**Clock network drawn from the DEF**

(12 px per um)
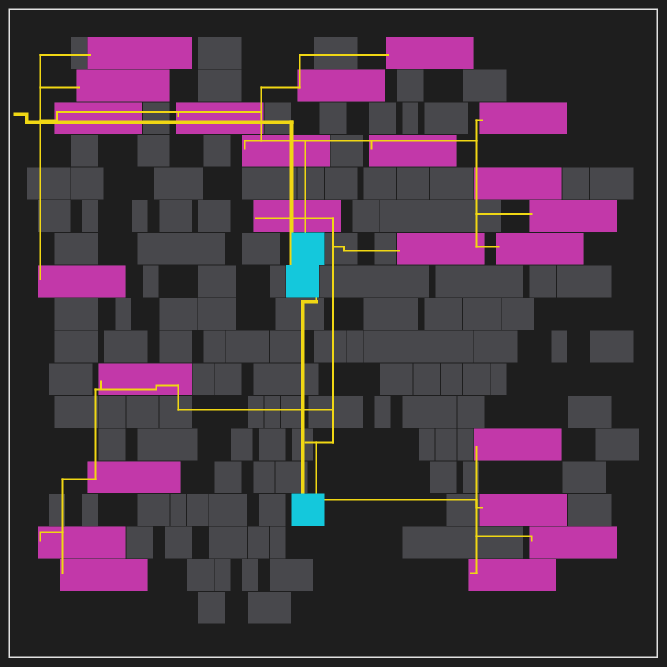
**Placement by cell class**

(6 px per um) Fill, decap, tap and diode cells in grey.
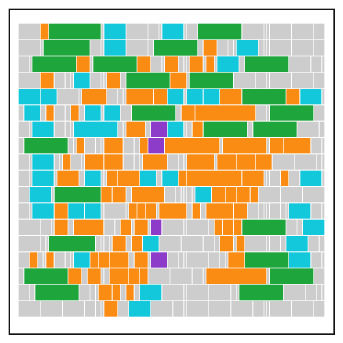
**Clock wiring as the flow saved it**

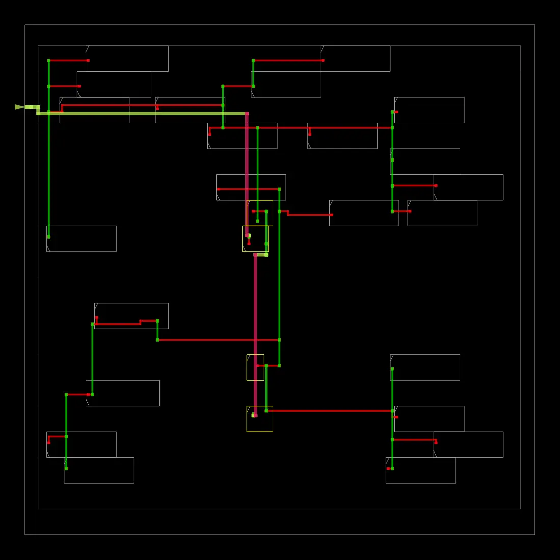
**Placement density heat map**

(4 px per um) 11 x 11 tiles, from black (low) to pale yellow (high), 0 to 100% covered.
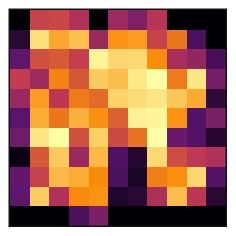
**A small window of the routed layout**

Window x 14 to 39, y 14 to 39 um. Cells in grey, sequential cells in the stronger grey; small squares are vias.
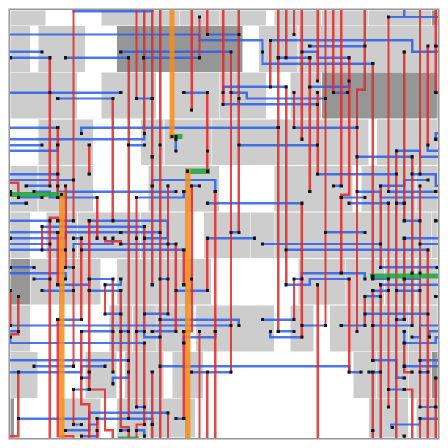
[src/rtl/ga_seq_pkg.sv]
// rtl/ga_seq_pkg.sv - shared phase, slot and arbitration definitions for the gate array sequencer
package ga_seq_pkg;

   localparam int         PHASES   = 16;
   localparam int         SLOT_LEN = 4;
   localparam logic [3:0] V0_START = 4'd0;
   localparam logic [3:0] V1_START = 4'd4;

   // Johnson codes for phases p0..p15
   localparam logic [7:0] JOHNSON_CODE [PHASES] = '{
      8'h00, 8'h01, 8'h03, 8'h07, 8'h0F, 8'h1F, 8'h3F, 8'h7F,
      8'hFF, 8'hFE, 8'hFC, 8'hF8, 8'hF0, 8'hE0, 8'hC0, 8'h80
   };

   typedef enum logic [1:0] {SLOT_V0, SLOT_V1, SLOT_CPU, SLOT_IDLE} slot_t;

   typedef enum logic [1:0] {ARB_IDLE, ARB_PEND, ARB_SVC} arb_t;

   // Slots are 4-phase aligned, so the upper two phase bits select the slot
   function automatic slot_t slot_of(input logic [3:0] ph, input logic [3:0] cpu_start);
      slot_t r;
      r = SLOT_IDLE;
      if (ph[3:2] == V0_START[3:2])
         r = SLOT_V0;
      else if (ph[3:2] == V1_START[3:2])
         r = SLOT_V1;
      else if (ph[3:2] == cpu_start[3:2])
         r = SLOT_CPU;
      return r;
   endfunction

endpackage

[src/rtl/ga_sequencer_if.sv]
// rtl/ga_sequencer_if.sv - CPU/CRTC request inputs and timing/strobe outputs of the sequencer
interface ga_sequencer_if;

   logic       cpu_req;
   logic       hsync;
   logic [7:0] s;
   logic       phi_n;
   logic       cclk;
   logic       ras_n;
   logic       cas_n;
   logic       cpu_addr_sel;
   logic       vid_latch;
   logic       ready;
   logic       mode_sync;
   logic       seq_err;

   modport master (
      input  cpu_req, hsync,
      output s, phi_n, cclk, ras_n, cas_n, cpu_addr_sel, vid_latch, ready, mode_sync, seq_err
   );

   modport slave (
      output cpu_req, hsync,
      input  s, phi_n, cclk, ras_n, cas_n, cpu_addr_sel, vid_latch, ready, mode_sync, seq_err
   );

endinterface

[src/rtl/ga_johnson8.sv]
// rtl/ga_johnson8.sv - 8-bit Johnson sequencer and phase decode; GA_SEQ_CHECK_EN adds the legality check
module ga_johnson8
   import ga_seq_pkg::*;
(
   input  logic       clk,
   input  logic       reset,
   output logic [7:0] s,
   output logic [3:0] p,
   output logic       illegal,
   output logic       seq_err
);

`ifdef GA_SEQ_CHECK_EN
   localparam bit CHECK_EN = 1'b1;
`else
   localparam bit CHECK_EN = 1'b0;
`endif

   logic hit;

   // Map the current code onto its phase number; codes outside the table report no hit
   always_comb begin
      p   = 4'd0;
      hit = 1'b0;
      for (int i = 0; i < PHASES; i++) begin
         if (s == JOHNSON_CODE[i]) begin
            p   = 4'(i);
            hit = 1'b1;
         end
      end
   end

   assign illegal = CHECK_EN & ~hit;

   // Twisted-ring shift; an illegal code is pulled back to p0 with a one-cycle error flag
   always_ff @(posedge clk) begin
      if (reset) begin
         s       <= 8'h00;
         seq_err <= 1'b0;
      end else if (illegal) begin
         s       <= 8'h00;
         seq_err <= 1'b1;
      end else begin
         s       <= {s[6:0], ~s[7]};
         seq_err <= 1'b0;
      end
   end

endmodule

[src/rtl/ga_sequencer.sv]
// rtl/ga_sequencer.sv - gate array master timing, DRAM slot arbitration and mode commit (GA_SEQ_CHECK_EN in ga_johnson8)
module ga_sequencer
   import ga_seq_pkg::*;
#(
   parameter int CPU_SLOT_START    = 8,
   parameter int HSYNC_SYNC_STAGES = 2
)(
   input  logic           clk_n,
   input  logic           reset,
   ga_sequencer_if.master bus
);

   localparam logic [3:0] CPU_START = 4'(CPU_SLOT_START);
   localparam logic [3:0] CPU_END   = 4'(CPU_SLOT_START + SLOT_LEN - 1);

   if ((CPU_SLOT_START != 8 && CPU_SLOT_START != 12) || HSYNC_SYNC_STAGES < 2) begin : g_bad_cfg
      $error("ga_sequencer: CPU_SLOT_START must be 8 or 12 and HSYNC_SYNC_STAGES at least 2");
   end

   logic [3:0]                   p;
   logic                         illegal;
   arb_t                         arb, arb_n;
   logic                         req_q, rise, cpu_active;
   slot_t                        slot;
   logic [1:0]                   off;
   logic                         video, act;
   logic [HSYNC_SYNC_STAGES-1:0] h_sync;
   logic                         h_prev, h_fall, mode_pend;

   ga_johnson8 u_john (
      .clk     (clk_n),
      .reset   (reset),
      .s       (bus.s),
      .p       (p),
      .illegal (illegal),
      .seq_err (bus.seq_err)
   );

   assign h_fall = h_prev & ~h_sync[HSYNC_SYNC_STAGES-1];

   // CPU request FSM next state and qualification of the current slot's DRAM strobes
   always_comb begin
      rise       = bus.cpu_req & ~req_q;
      arb_n      = arb;
      cpu_active = 1'b0;
      slot       = slot_of(p, CPU_START);
      off        = p[1:0];
      if (!bus.cpu_req) begin
         arb_n = ARB_IDLE;
      end else begin
         case (arb)
            ARB_IDLE: begin
               if (rise) begin
                  if (p == CPU_START) begin
                     arb_n      = ARB_SVC;
                     cpu_active = 1'b1;
                  end else begin
                     arb_n = ARB_PEND;
                  end
               end
            end
            ARB_PEND: begin
               if (p == CPU_START) begin
                  arb_n      = ARB_SVC;
                  cpu_active = 1'b1;
               end
            end
            ARB_SVC: begin
               cpu_active = 1'b1;
               if (p == CPU_END)
                  arb_n = ARB_IDLE;
            end
            default: arb_n = ARB_IDLE;
         endcase
      end
      // A sequencer upset aborts an in-flight access but keeps the request pending
      if (illegal && arb_n == ARB_SVC)
         arb_n = ARB_PEND;
      video = (slot == SLOT_V0) || (slot == SLOT_V1);
      act   = !illegal && (video || (slot == SLOT_CPU && cpu_active));
   end

   // Registered clocks, strobes, READY and arbitration state
   always_ff @(posedge clk_n) begin
      if (reset) begin
         arb              <= ARB_IDLE;
         req_q            <= 1'b0;
         bus.phi_n        <= 1'b1;
         bus.cclk         <= 1'b1;
         bus.ras_n        <= 1'b1;
         bus.cas_n        <= 1'b1;
         bus.cpu_addr_sel <= 1'b0;
         bus.vid_latch    <= 1'b0;
         bus.ready        <= 1'b1;
      end else begin
         arb              <= arb_n;
         req_q            <= bus.cpu_req;
         bus.phi_n        <= p[1];
         bus.cclk         <= ~p[3];
         bus.ras_n        <= ~(act && off != 2'd3);
         bus.cas_n        <= ~(act && (off == 2'd1 || off == 2'd2));
         bus.cpu_addr_sel <= act && slot == SLOT_CPU;
         bus.vid_latch    <= act && video && off == 2'd2;
         bus.ready        <= (arb_n == ARB_IDLE);
      end
   end

   // HSYNC synchroniser and mode commit pulse aligned to the end of the microsecond
   always_ff @(posedge clk_n) begin
      if (reset) begin
         h_sync        <= '0;
         h_prev        <= 1'b0;
         mode_pend     <= 1'b0;
         bus.mode_sync <= 1'b0;
      end else begin
         h_sync <= {h_sync[HSYNC_SYNC_STAGES-2:0], bus.hsync};
         h_prev <= h_sync[HSYNC_SYNC_STAGES-1];
         if (p == 4'd15) begin
            bus.mode_sync <= mode_pend | h_fall;
            mode_pend     <= 1'b0;
         end else begin
            bus.mode_sync <= 1'b0;
            if (h_fall)
               mode_pend <= 1'b1;
         end
      end
   end

endmodule

[src/flat_wrapper.sv]
// flat-port wrapper written by rule: the top's interface ports become plain ports
module ga_sequencer_flat import ga_seq_pkg::*;
#(
   parameter int CPU_SLOT_START    = 8,
   parameter int HSYNC_SYNC_STAGES = 2
)
  (clk_n, reset, bus_cpu_req, bus_hsync, bus_s, bus_phi_n, bus_cclk, bus_ras_n, bus_cas_n, bus_cpu_addr_sel, bus_vid_latch, bus_ready, bus_mode_sync, bus_seq_err);
  ga_sequencer_if bus_i ();
  input  logic clk_n;
  input  logic reset;
  input wire logic [$bits(bus_i.cpu_req)-1:0] bus_cpu_req;
  input wire logic [$bits(bus_i.hsync)-1:0] bus_hsync;
  output wire logic [$bits(bus_i.s)-1:0] bus_s;
  output wire logic [$bits(bus_i.phi_n)-1:0] bus_phi_n;
  output wire logic [$bits(bus_i.cclk)-1:0] bus_cclk;
  output wire logic [$bits(bus_i.ras_n)-1:0] bus_ras_n;
  output wire logic [$bits(bus_i.cas_n)-1:0] bus_cas_n;
  output wire logic [$bits(bus_i.cpu_addr_sel)-1:0] bus_cpu_addr_sel;
  output wire logic [$bits(bus_i.vid_latch)-1:0] bus_vid_latch;
  output wire logic [$bits(bus_i.ready)-1:0] bus_ready;
  output wire logic [$bits(bus_i.mode_sync)-1:0] bus_mode_sync;
  output wire logic [$bits(bus_i.seq_err)-1:0] bus_seq_err;
  assign bus_i.cpu_req = bus_cpu_req;
  assign bus_i.hsync = bus_hsync;
  assign bus_s = bus_i.s;
  assign bus_phi_n = bus_i.phi_n;
  assign bus_cclk = bus_i.cclk;
  assign bus_ras_n = bus_i.ras_n;
  assign bus_cas_n = bus_i.cas_n;
  assign bus_cpu_addr_sel = bus_i.cpu_addr_sel;
  assign bus_vid_latch = bus_i.vid_latch;
  assign bus_ready = bus_i.ready;
  assign bus_mode_sync = bus_i.mode_sync;
  assign bus_seq_err = bus_i.seq_err;
  ga_sequencer #(.CPU_SLOT_START(CPU_SLOT_START), .HSYNC_SYNC_STAGES(HSYNC_SYNC_STAGES)) u_core (.clk_n(clk_n), .reset(reset), .bus(bus_i));
endmodule
[config.mk]
export PLATFORM = sky130hd
export DESIGN_NAME = ga_sequencer_flat
export DESIGN_NICKNAME = d
export VERILOG_FILES = /design/src/rtl/ga_seq_pkg.sv /design/src/rtl/ga_sequencer_if.sv /design/src/rtl/ga_johnson8.sv /design/src/rtl/ga_sequencer.sv /design/src/flat_wrapper.sv
export SDC_FILE = /design/constraint.sdc
export NUM_CORES = 1
export LEC_CHECK = 0
export CORE_UTILIZATION = 40
export CTS_CLUSTER_DIAMETER = 30
export DETAILED_ROUTE_END_ITERATION = 16
export HOLD_SLACK_MARGIN = 0.06
export PLACE_DENSITY = 0.76
export SYNTH_ARGS = -nofsm -noshare
export SYNTH_HDL_FRONTEND = slang
export SYNTH_HIERARCHICAL = 1
export SYNTH_SLANG_ARGS = --single-unit
[constraint.sdc]
create_clock -name clk_n -period 2.1 [get_ports clk_n]
set_input_delay 0.315 -clock clk_n [delete_from_list [all_inputs] [get_ports clk_n]]
set_output_delay 0.315 -clock clk_n [all_outputs]
set_load 0.02 [all_outputs]
==> job_summary.md <==
## PnR job results

| Metric | Value |
|---|---|
| Final net count | `158` |
| CP bufs+invs | `1` |
| Power Combinational | `0.130 mW` |
| Fp_density | `43.1%` |
| Xor/xnor share | `0.813%` |
| Flops after synth | `23` |
| Initial antenna violation count | `0` |
| M2 GR Usage | `37.7%` |
| RSZ-0062 raised after global routing | `yes` |
| Final Non-Filler Cells | `180` |
| Yosys adder share | `3.48%` |
| M1 GR Usage | `20.0%` |
| Clock buf/inv share | `1.80%` |
| Clk root buf | `clkbuf_4` |
| Final setup vio count | `5` |
| Failing checks | `setup timing` |
| FF/Latch Area | `468 um2` |
| Non-Clock Inverter Count | `8` |
| Setup ws final | `-0.122 ns` |
| Vias per inst | `5.30` |
| Outcome | `finished, violations left` |
| Pwr top | `sequential cells` |
| CP max stage delay | `0.53 ns` |
| Most common cell in the netlist | `dfxtp_1` |
| Setup crit end | `u_core/bus.ready$_SDFF_PP1_` |
| Biggest regs | `u_core/u_john/s: 8 flops, u_core/arb: 2 flops, u_core/h_sync: 2 flops` |
| Worst EP required | `2.30 ns` |
About 'clock network drawn from the DEF':
Key: magenta = flip-flops [count 23]; cyan = cells driving clock nets [count 3]; yellow = clock wires [length 285 um]
There are 4 routed clock nets.

About 'placement by cell class':
Key: cyan = other buffers and delay cells [cells 37]; green = flip-flops [cells 23]; orange = all other logic [cells 86]; purple = clock drivers and dummy loads [cells 4]

About 'clock wiring as the flow saved it':
clk_lat worst skew: 0.31 ns
CTS Sinks: 23
clock buf count: 3
flop count: 23
CTS buffer count: 3

About 'placement density heat map':
The fullest tile reaches 100%. The densest ninth of the die: centre. The mean over all tiles is 51%. 12% of the tiles are nearly empty. 33% of the tiles are over 75% full.

About 'a small window of the routed layout':
Key: blue = met1; red = met2; green = met3; orange = met4
Most frequent: buf_4 (6), nand3_1 (4). 50 logic cells have their middle in the window. Sequential cells in the window: 2. Netlist names of flops here include `u_core/bus.cclk` (1), `u_core/bus.mode_sync` (1).

Power figures rest on the tool's default switching activity, not on a simulated workload.
